<file path="src/rtl/rssb_pkg.sv">
// Shared types and default constants for the RSSB one-instruction processor.
package rssb_pkg;

  localparam int unsigned RSSB_WIDTH = 8;
  localparam int unsigned RSSB_RET_W = 16;

  localparam logic [RSSB_WIDTH-1:0] RSSB_START_PC  = 8'h00;
  localparam logic [RSSB_WIDTH-1:0] RSSB_HALT_ADDR = 8'hFF;

  typedef enum logic [1:0] {
    IDLE   = 2'd0,
    FETCH  = 2'd1,
    EXEC   = 2'd2,
    HALTED = 2'd3
  } rssb_state_t;

endpackage

</file>
<file path="src/rtl/rssb_alu.sv">
// Reverse-subtract datapath: diff = m - a (wrapping), borrow from a signed compare.
module rssb_alu
  import rssb_pkg::*;
#(
  parameter int unsigned WIDTH = RSSB_WIDTH
) (
  input  logic [WIDTH-1:0] m,
  input  logic [WIDTH-1:0] a,
  output logic [WIDTH-1:0] diff,
  output logic             borrow
);

  always_comb begin
    diff   = m - a;
    borrow = ($signed(m) < $signed(a));
  end

endmodule

</file>
<file path="src/rtl/rssb_ctrl.sv">
// RSSB control unit: sole bus initiator, sequences FETCH/EXEC from start until a halt operand.
module rssb_ctrl
  import rssb_pkg::*;
#(
  parameter int unsigned     WIDTH     = RSSB_WIDTH,
  parameter logic [WIDTH-1:0] START_PC  = WIDTH'(RSSB_START_PC),
  parameter logic [WIDTH-1:0] HALT_ADDR = WIDTH'(RSSB_HALT_ADDR)
) (
  input  logic                    clk,
  input  logic                    rst,
  input  logic                    start,
  output logic [WIDTH-1:0]        mem_address,
  output logic                    mem_write,
  output logic [WIDTH-1:0]        mem_wdata,
  input  logic signed [WIDTH-1:0] mem_rdata,
  output logic                    busy,
  output logic                    halted,
  output logic [WIDTH-1:0]        pc,
  output logic signed [WIDTH-1:0] acc,
  output logic [RSSB_RET_W-1:0]   retired
);

  rssb_state_t            state, state_next;
  logic [WIDTH-1:0]       ir, ir_next;
  logic [WIDTH-1:0]       pc_next;
  logic [WIDTH-1:0]       acc_next;
  logic [RSSB_RET_W-1:0]  retired_next;
  logic [WIDTH-1:0]       diff;
  logic                   borrow;

  rssb_alu #(.WIDTH(WIDTH)) u_alu (
    .m      (mem_rdata),
    .a      (acc),
    .diff   (diff),
    .borrow (borrow)
  );

  // State and architectural registers; reset wins over everything at the edge.
  always_ff @(posedge clk) begin
    if (!rst) begin
      state   <= IDLE;
      pc      <= START_PC;
      acc     <= '0;
      ir      <= '0;
      retired <= '0;
      busy    <= 1'b0;
      halted  <= 1'b0;
    end else begin
      state   <= state_next;
      pc      <= pc_next;
      acc     <= acc_next;
      ir      <= ir_next;
      retired <= retired_next;
      busy    <= (state_next == FETCH) || (state_next == EXEC);
      halted  <= (state_next == HALTED);
    end
  end

  // Next-state and bus drive; bus depends only on registered state and read data.
  always_comb begin
    state_next   = state;
    pc_next      = pc;
    acc_next     = acc;
    ir_next      = ir;
    retired_next = retired;
    mem_address  = pc;
    mem_write    = 1'b0;
    mem_wdata    = '0;

    case (state)
      IDLE, HALTED: begin
        if (start) begin
          pc_next      = START_PC;
          acc_next     = '0;
          retired_next = '0;
          state_next   = FETCH;
        end
      end
      FETCH: begin
        ir_next = mem_rdata;
        if (mem_rdata == HALT_ADDR) begin
          state_next = HALTED;
        end else begin
          state_next = EXEC;
        end
      end
      EXEC: begin
        mem_address  = ir;
        mem_write    = 1'b1;
        mem_wdata    = diff;
        acc_next     = diff;
        pc_next      = pc + (borrow ? WIDTH'(2) : WIDTH'(1));
        retired_next = (retired == '1) ? retired : retired + RSSB_RET_W'(1);
        state_next   = FETCH;
      end
      default: begin
        state_next = IDLE;
      end
    endcase
  end

endmodule

</file>
<file path="config.mk">
export PLATFORM = sky130hd
export DESIGN_NAME = rssb_ctrl
export DESIGN_NICKNAME = d
export VERILOG_FILES = /design/src/rtl/rssb_pkg.sv /design/src/rtl/rssb_alu.sv /design/src/rtl/rssb_ctrl.sv
export SDC_FILE = /design/constraint.sdc
export NUM_CORES = 1
export LEC_CHECK = 0
export CORE_ASPECT_RATIO = 1.2
export CORE_UTILIZATION = 54
export DETAILED_ROUTE_END_ITERATION = 6
export PLACE_DENSITY = 0.85
export SYNTH_ARGS = -nofsm -noshare
export SYNTH_HDL_FRONTEND = slang
export SYNTH_SLANG_ARGS = --single-unit
</file>
<file path="constraint.sdc">
create_clock -name clk -period 4.2 [get_ports clk]
set_input_delay 0.63 -clock clk [delete_from_list [all_inputs] [get_ports clk]]
set_output_delay 0.63 -clock clk [all_outputs]
set_load 0.03 [all_outputs]
</file>
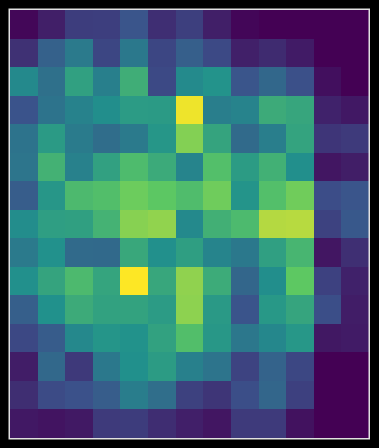
Fig. 1. Routed metal per tile.
13 x 15 tiles, from dark purple (low) to yellow (high), scaled to the fullest tile. Values are wire area over tile area, all layers added.
nearly empty tiles = 7.7%
densest ninth of the die = center
tiles over half the peak = 35%
fullest tile = 0.54
mean over tiles = 0.20
gr usage total: 27.01%
routed len/inst: 15.13 um
via count: 2396

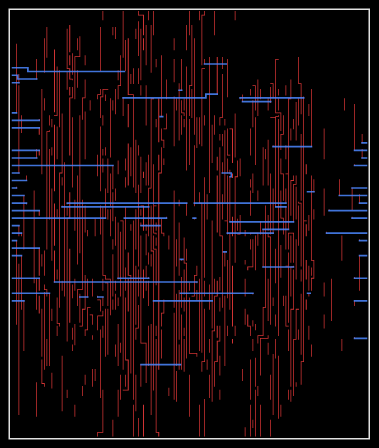
Fig. 2. Metal layers overlaid.
Only two layers are drawn.
red -> M2  # wire length 3120 um
blue -> M3  # wire length 370 um

==> flow_metrics.tcl <==
# flow metrics
set metrics [dict create \
    startpoint_type "input pin" \
    most-common-layout-cells "clkdlybuf4s50_1, dfxtp_1, nor2_1, nand2_1, inv_1" \
    antenna_found_initial 0 \
    fin_area_um2 3294 \
    num_antenna_cells 0 \
    fp.coreArea_um2 4561 \
    drv_slew 0 \
    firstDrtPassIters 5 \
    status "finished, final reports clean" \
    gp_congestion 0.8390 \
    io_buffers 61 \
    yosys.area_share.simple_pct 23.07 \
    grt_pass1_wl_mm 10.55 \
    dieArea_um2 5021 \
    drv_cap 0 \
    synth-compound-area-share_pct 18.23 \
    clkTransAtPathRegs_ns 0.08 \
    cts_root_buffer "clkbuf_8" \
    synth_cell_types 54 \
    worstPathCellList "clkdlybuf4s50_1 > inv_1 > ha_1 > inv_1 > fa_1 > a21oi_1 > o21ai_0 > a211oi_1 > clkdlybuf4s50_1" \
    clk_path_buf_depth 2 \
    grt_overflow 0 \
    synth-main-ff-cell "dfxtp_1" \
    tightest_slew_ns 0.9484 \
    htreeDepth 2 \
    ys_seq_share_pct 34.41 \
    async_reset_ff_share_pct 0 \
    numSynthFlops 44 \
    maxSlewHeadroom_pct 36.58 \
    grt_pass1_vias 2192 \
    rsz0062_at_grt "false" \
    hold_path_class "reg2reg" \
    drc 0 \
    dp_hpwl_mm 4.556 \
    placed_cell_area_um2 3184 \
    edf_count 0 \
    hold_viol_final 0 \
    synth_cells 300 \
    slowest_delay_ns 0.74 \
    cts_hold_buffers 0 \
    fin_crit_sh_pct 90.99 \
    yosysWarnings 0 \
    required_ns 3.57 \
    cts_tree "done" \
    area_growth_pct 28.69 \
    cts_setup_buffers 0 \
    ys_area_um2 2560 \
]
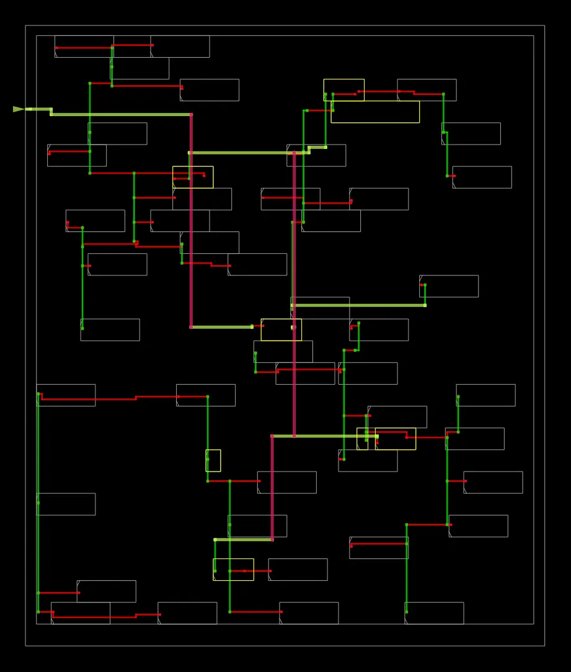
Fig. 3. The clock network.
clock-net power: 326 uW
CLK BUF: 6
# clock sinks: 44
skew final: 0.005841 ns
Num CTS Buffers: 5

power by group:
part	internal, mW	switching, mW
logic	0.109	0.172
registers	0.440	0.0135
clock network	0.177	0.149
total	0.726	0.335
critical path, delay by kind of cell:
| kind | cells | cell delay (ns) |
|---|---|---|
| adder cells (fa/ha/maj) | 2 | 0.56 |
| AND-OR/OR-AND | 3 | 0.72 |
| buffers and inverters | 4 | 1.28 |
Yosys cell counts (3+ instances only):
cell type | instances | area share, %
a21oi_1 | 14 | 2.7
a22oi_1 | 3 | 0.88
a31oi_1 | 4 | 0.98
and2_1 | 9 | 2.2
and3_1 | 3 | 0.73
buf_6 | 4 | 1.8
clkbuf_1 | 5 | 0.73
dfxtp_1 | 44 | 34
ha_1 | 14 | 6.8
inv_1 | 19 | 2.8
mux2_2 | 8 | 3.5
mux2i_1 | 9 | 3.5
nand2_1 | 32 | 4.7
nand2b_1 | 3 | 0.73
nand3_1 | 7 | 1.4
nand4_1 | 5 | 1.2
nor2_1 | 41 | 6.0
nor3_1 | 4 | 0.78
o21a_1 | 3 | 0.88
o21ai_0 | 11 | 2.2
o221a_1 | 6 | 2.6
or3_1 | 4 | 0.98
xnor2_1 | 3 | 1.0
xor2_1 | 5 | 1.7
sequential cells by signal, summed over array words and instances, names as in the netlist:
name,count
state,2
ir,8
busy,1
acc,8
pc,8
halted,1
retired,16
path summary, 6_finish.rpt:
check          startpoint      endpoint  slack (ns)  cells past startpoint
min reg2reg        acc[2]        acc[2]        0.48                      2
max reg2reg        acc[0]         pc[7]        1.18                     14
max          mem_rdata[0]  mem_wdata[4]        0.38                      9
min                acc[2]        acc[2]        0.48                      2
cells by family after synthesis:
family | after synthesis
adders and majority gates | 16
muxes | 17
AOI/OAI and AO/OA | 62
buffers and inverters | 32
and+or+nand+nor | 121
DFF | 44
xor gates and xnor gates | 8
routing by layer:
layer	track usage, %	wire [um]	part of all wire [%]	up-vias
li1	-	-	-	1183
met1	33.12	2661	42	1109
met3	5.588	369	5.8	15
met5	0	0	0	-
met2	44.06	3118	49	89
met4	13.56	177	2.8	0
layout make-up:
| type | instances | area [um^2] | area share (%) |
|---|---|---|---|
| inverters | 20 | 75.07 | 2.279 |
| clock buffers | 6 | 72.57 | 2.203 |
| clock inverters | 2 | 35.03 | 1.063 |
| repair buffers | 64 | 635.6 | 19.29 |
| well taps | 58 | 72.57 | 2.203 |
| multi-input cells | 224 | 1523 | 46.22 |
| flip-flops and latches | 44 | 880.8 | 26.74 |
Power figures rest on the tool's default switching activity, not on a simulated workload.
